## src/rtl/ysyx_24120013_idu.sv

```systemverilog
// ysyx_24120013_idu -- instruction decode stage.
//
// Takes fetched instruction words over a valid/ready handshake and decodes
// addi / ebreak. Anything else is flagged illegal. The decoded word is
// registered and offered to the execute stage over a second valid/ready
// handshake. A one-entry skid buffer keeps in_ready free of any combinational
// path from out_ready. A sticky halt is raised once an ebreak or illegal word
// has been accepted, and a retired-decode counter is kept for simulation
// control.
//
// Ports:
//   clk, rst (asynchronous, active-low)
//   in_valid / in_ready / in_inst / in_pc   : fetch-side handshake
//   out_valid / out_ready                   : execute-side handshake
//   out_pc, out_imm (20b sign-extended I-imm), out_src1, out_src2, out_des,
//   out_command (01 addi, 10 ebreak, 00 none), out_illegal
//   halt     : sticky, set after an ebreak/illegal word is accepted
//   inst_cnt : number of accepted instructions (wraps)
module ysyx_24120013_idu #(
  parameter int ADDR_WIDTH = 32,
  parameter int DATA_WIDTH = 32
) (
  input  logic                  clk,
  input  logic                  rst,
  input  logic                  in_valid,
  output logic                  in_ready,
  input  logic [DATA_WIDTH-1:0] in_inst,
  input  logic [ADDR_WIDTH-1:0] in_pc,
  output logic                  out_valid,
  input  logic                  out_ready,
  output logic [ADDR_WIDTH-1:0] out_pc,
  output logic [19:0]           out_imm,
  output logic [4:0]            out_src1,
  output logic [4:0]            out_src2,
  output logic [4:0]            out_des,
  output logic [1:0]            out_command,
  output logic                  out_illegal,
  output logic                  halt,
  output logic [DATA_WIDTH-1:0] inst_cnt
);

  localparam logic [1:0] CMD_NONE   = 2'b00;
  localparam logic [1:0] CMD_ADDI   = 2'b01;
  localparam logic [1:0] CMD_EBREAK = 2'b10;
  localparam logic [DATA_WIDTH-1:0] EBREAK_INST = DATA_WIDTH'(32'h0010_0073);

  typedef enum logic {RUN = 1'b0, HALT = 1'b1} state_t;

  typedef struct packed {
    logic [ADDR_WIDTH-1:0] pc;
    logic [19:0]           imm;
    logic [4:0]            src1;
    logic [4:0]            src2;
    logic [4:0]            des;
    logic [1:0]            command;
    logic                  illegal;
  } word_t;

  state_t                state_reg, state_next;
  word_t                 dec_word;
  word_t                 or_word_reg, sk_word_reg;
  logic                  or_valid_reg, sk_valid_reg;
  logic [DATA_WIDTH-1:0] cnt_reg;
  logic                  in_fire, out_fire, stops;

  // in_ready is a function of registered state only.
  assign in_ready = ~sk_valid_reg & (state_reg == RUN);
  assign in_fire  = in_valid & in_ready;
  assign out_fire = or_valid_reg & out_ready;

  // Combinational decode of the incoming word.
  always_comb begin
    dec_word      = '0;
    dec_word.pc   = in_pc;
    dec_word.src1 = in_inst[19:15];
    dec_word.src2 = in_inst[24:20];
    dec_word.des  = in_inst[11:7];
    if (in_inst[6:0] == 7'b0010011 && in_inst[14:12] == 3'b000) begin
      dec_word.command = CMD_ADDI;
      dec_word.imm     = {{8{in_inst[31]}}, in_inst[31:20]};
    end else if (in_inst == EBREAK_INST) begin
      dec_word.command = CMD_EBREAK;
    end else begin
      dec_word.command = CMD_NONE;
      dec_word.illegal = 1'b1;
    end
  end

  assign stops = (dec_word.command == CMD_EBREAK) | dec_word.illegal;

  // Halt FSM: RUN drops to HALT on accepting a stopping word; HALT absorbs.
  always_comb begin
    state_next = state_reg;
    case (state_reg)
      RUN:     if (in_fire && stops) state_next = HALT;
      HALT:    state_next = HALT;
      default: state_next = RUN;
    endcase
  end

  always_ff @(posedge clk or negedge rst) begin
    if (!rst) begin
      state_reg <= RUN;
      cnt_reg   <= '0;
    end else begin
      state_reg <= state_next;
      if (in_fire) cnt_reg <= cnt_reg + 1'b1;
    end
  end

  // Output register plus skid register. The skid entry is always older than
  // any new input, so it takes priority whenever the output register frees.
  always_ff @(posedge clk or negedge rst) begin
    if (!rst) begin
      or_valid_reg <= 1'b0;
      or_word_reg  <= '0;
      sk_valid_reg <= 1'b0;
      sk_word_reg  <= '0;
    end else if (!or_valid_reg || out_fire) begin
      if (sk_valid_reg) begin
        or_valid_reg <= 1'b1;
        or_word_reg  <= sk_word_reg;
        // Cannot coincide with in_fire today (in_ready needs an empty skid),
        // but keep the ordering correct if that ever changes.
        sk_valid_reg <= in_fire;
        if (in_fire) sk_word_reg <= dec_word;
      end else if (in_fire) begin
        or_valid_reg <= 1'b1;
        or_word_reg  <= dec_word;
      end else begin
        or_valid_reg <= 1'b0;
      end
    end else if (in_fire) begin
      sk_valid_reg <= 1'b1;
      sk_word_reg  <= dec_word;
    end
  end

  assign out_valid   = or_valid_reg;
  assign out_pc      = or_word_reg.pc;
  assign out_imm     = or_word_reg.imm;
  assign out_src1    = or_word_reg.src1;
  assign out_src2    = or_word_reg.src2;
  assign out_des     = or_word_reg.des;
  assign out_command = or_word_reg.command;
  assign out_illegal = or_word_reg.illegal;
  assign halt        = (state_reg == HALT);
  assign inst_cnt    = cnt_reg;

endmodule
```

## config.mk

```make
export PLATFORM = sky130hd
export DESIGN_NAME = ysyx_24120013_idu
export DESIGN_NICKNAME = d
export VERILOG_FILES = /design/src/rtl/ysyx_24120013_idu.sv
export SDC_FILE = /design/constraint.sdc
export NUM_CORES = 1
export LEC_CHECK = 0
export CAP_MARGIN = 40
export CORE_MARGIN = 8
export CORE_UTILIZATION = 49
export DETAILED_ROUTE_END_ITERATION = 8
export GPL_TIMING_DRIVEN = 0
export PLACE_DENSITY = 0.8
export SLEW_MARGIN = 25
export SYNTH_ARGS = -nofsm -noshare
export SYNTH_HDL_FRONTEND = slang
export SYNTH_SLANG_ARGS = --single-unit
```

## constraint.sdc

```tcl
create_clock -name clk -period 2.31 [get_ports clk]
set_input_delay 0.231 -clock clk [delete_from_list [all_inputs] [get_ports clk]]
set_output_delay 0.231 -clock clk [all_outputs]
set_load 0.01 [all_outputs]
```

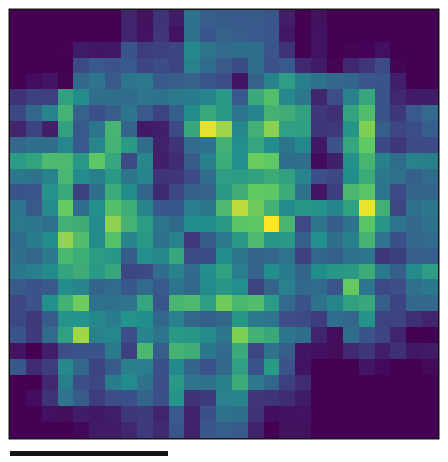
**Above:** signal metal coverage by tile.
Bar = 50 µm. 27 x 27 tiles, from dark purple (low) to yellow (high), scaled to the fullest tile. Values are wire area over tile area, all layers added.
- nearly empty tiles: 14%
- fullest tile: 0.51
- tiles over half the peak: 20%
- emptiest ninth of the die: lower right
final wirelength: 18.0 mm
total via count in the routed design: 5,341
Avg WL per Cell: 18.3 µm
global-route total usage across every layer: 20.8%

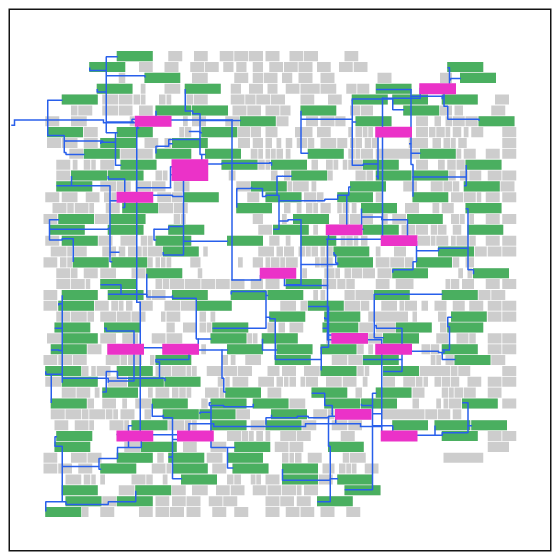
**Above:** clock distribution.
- blue: clock wires (length 1,810 µm)
- green: flip-flops (count 159)
- magenta: clock drivers (count 17)
- routed clock nets: 18
part of the total power dissipated in the clock network: 39.4%
clock network power consumption: 2.69 mW

==> results.toml <==
# flow metrics
[detailed_routing]
drtIter0Drc = 225
top_metal_used = "met4"
post_drt_via_cell_ratio = 5.44

[final_timing]
whs_ns = 0.346
fin_skew_ns = 0.00835
timing.final.crit_period_ns = 2.19
max_slew_margin_pct = 48.8
report.final.slew_viol_count = 0

[worst_setup_path]
r2r_end = "out_imm[10]$_DFFE_PN0P_"
timing.critical_path.to_type = "output pin"
rr_worst_depth = 6
setup.worst_path.class = "flop to output pin"

[layout]
clock_buffers = 22
drive_gt1_share_pct = 7.12
seqAreaFraction_pct = 41.8
antenna_cells = 0
dominant_cells = "flip-flops and latches"
num-nonclk-inverters = 4

[place]
dp_cells = 952
dp_hpwl_mm = 13.4

[logic_synthesis]
number_of_standard_cells_after_synthesis = 599
synthesis.nets = 668
synthesis.yosys.warnings = 0
synth-area-yosys_um2 = 6980
post_synth_xor_area_fraction_pct = 3.89
most_frequently_used_flop_master_after_synthesis = "dfrtp_1"
synthMuxAreaShare_pct = 15.0
enable_flop_cells = 0

[grt]
grt-busiest-layer = "met2"
grt_max_degree = 95
global_route.usage.met3_pct = 7.49
grt_pass1_wl_mm = 30.3
grt_remaining_overflow = 0

[status]
outcome = "completed"

[pwr]
p_leak_nw = 4.13

[clock_tree]
worst_setup_hold_path_clk_slew_ns = 0.06
post_cts_resize_count = 1
post-cts-setup-buffers = 0
tritoncts = "done"

[die]
floorplan.tapcells = 180
die_h_um = 135
die_width_um = 135
floorplanUtilization_pct = 50.3
die_area_um2 = 18300
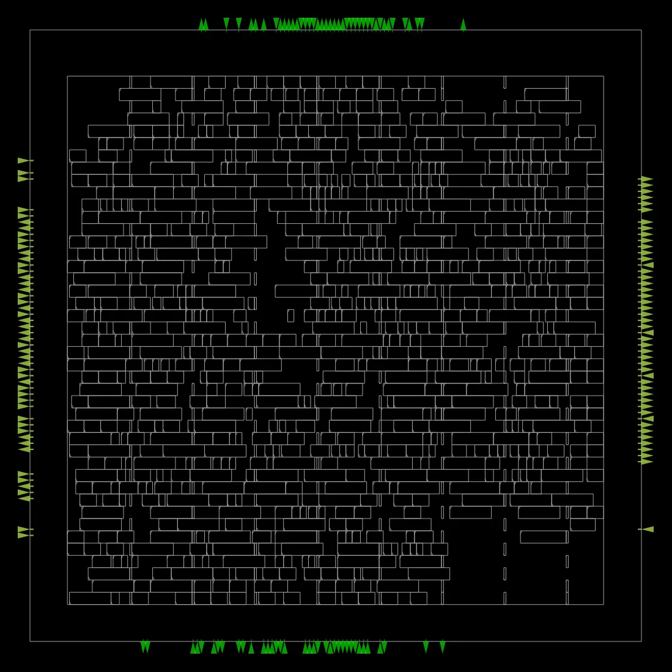
**Above:** cell outlines without signal wires.
core box area: 13,900 µm²
number of filler cells placed in the layout: 1,017
row cnt: 43
share of the core filled with cells in the final layout: 68.6%
number of sequential cells in the layout: 159

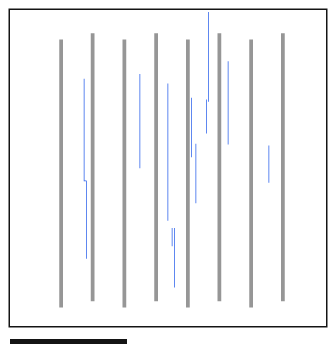
**Above:** met4 routing.
Bar = 50 µm. Supply wires on this layer in grey.
- longest straight run: 58.5 µm
- nets with wire on the layer: 9
- wire length on this layer: 363 µm

-- cell usage in the layout (no fill, tap or decap), types with 4 or more instances in the layout --
cell	synthesis	layout
nand4_1	14	14
o21ai_1	42	42
nor3_1	4	4
clkbuf_1	22	23
xnor2_1	26	26
xor2_1	5	5
clkbuf_16	0	17
o21ai_0	19	19
clkinv_2	0	4
mux2_1	50	50
nor2_1	10	10
a21oi_1	12	12
mux2i_1	48	48
nand3_1	15	15
and3_1	5	5
a2bb2oi_1	12	12
buf_4	9	10
nand2_1	84	84
nor4_1	4	4
buf_2	10	9
clkdlybuf4s50_1	0	171
inv_1	4	4
dfrtp_1	159	159
nand3b_1	12	12
-- power by group --
group / total [mW] / internal [mW] / switching, mW
combinational: 0.996 / 0.593 / 0.404
clock: 2.69 / 1.65 / 1.04
sequential: 3.13 / 2.99 / 0.140
Power and IR drop assume default switching activity.
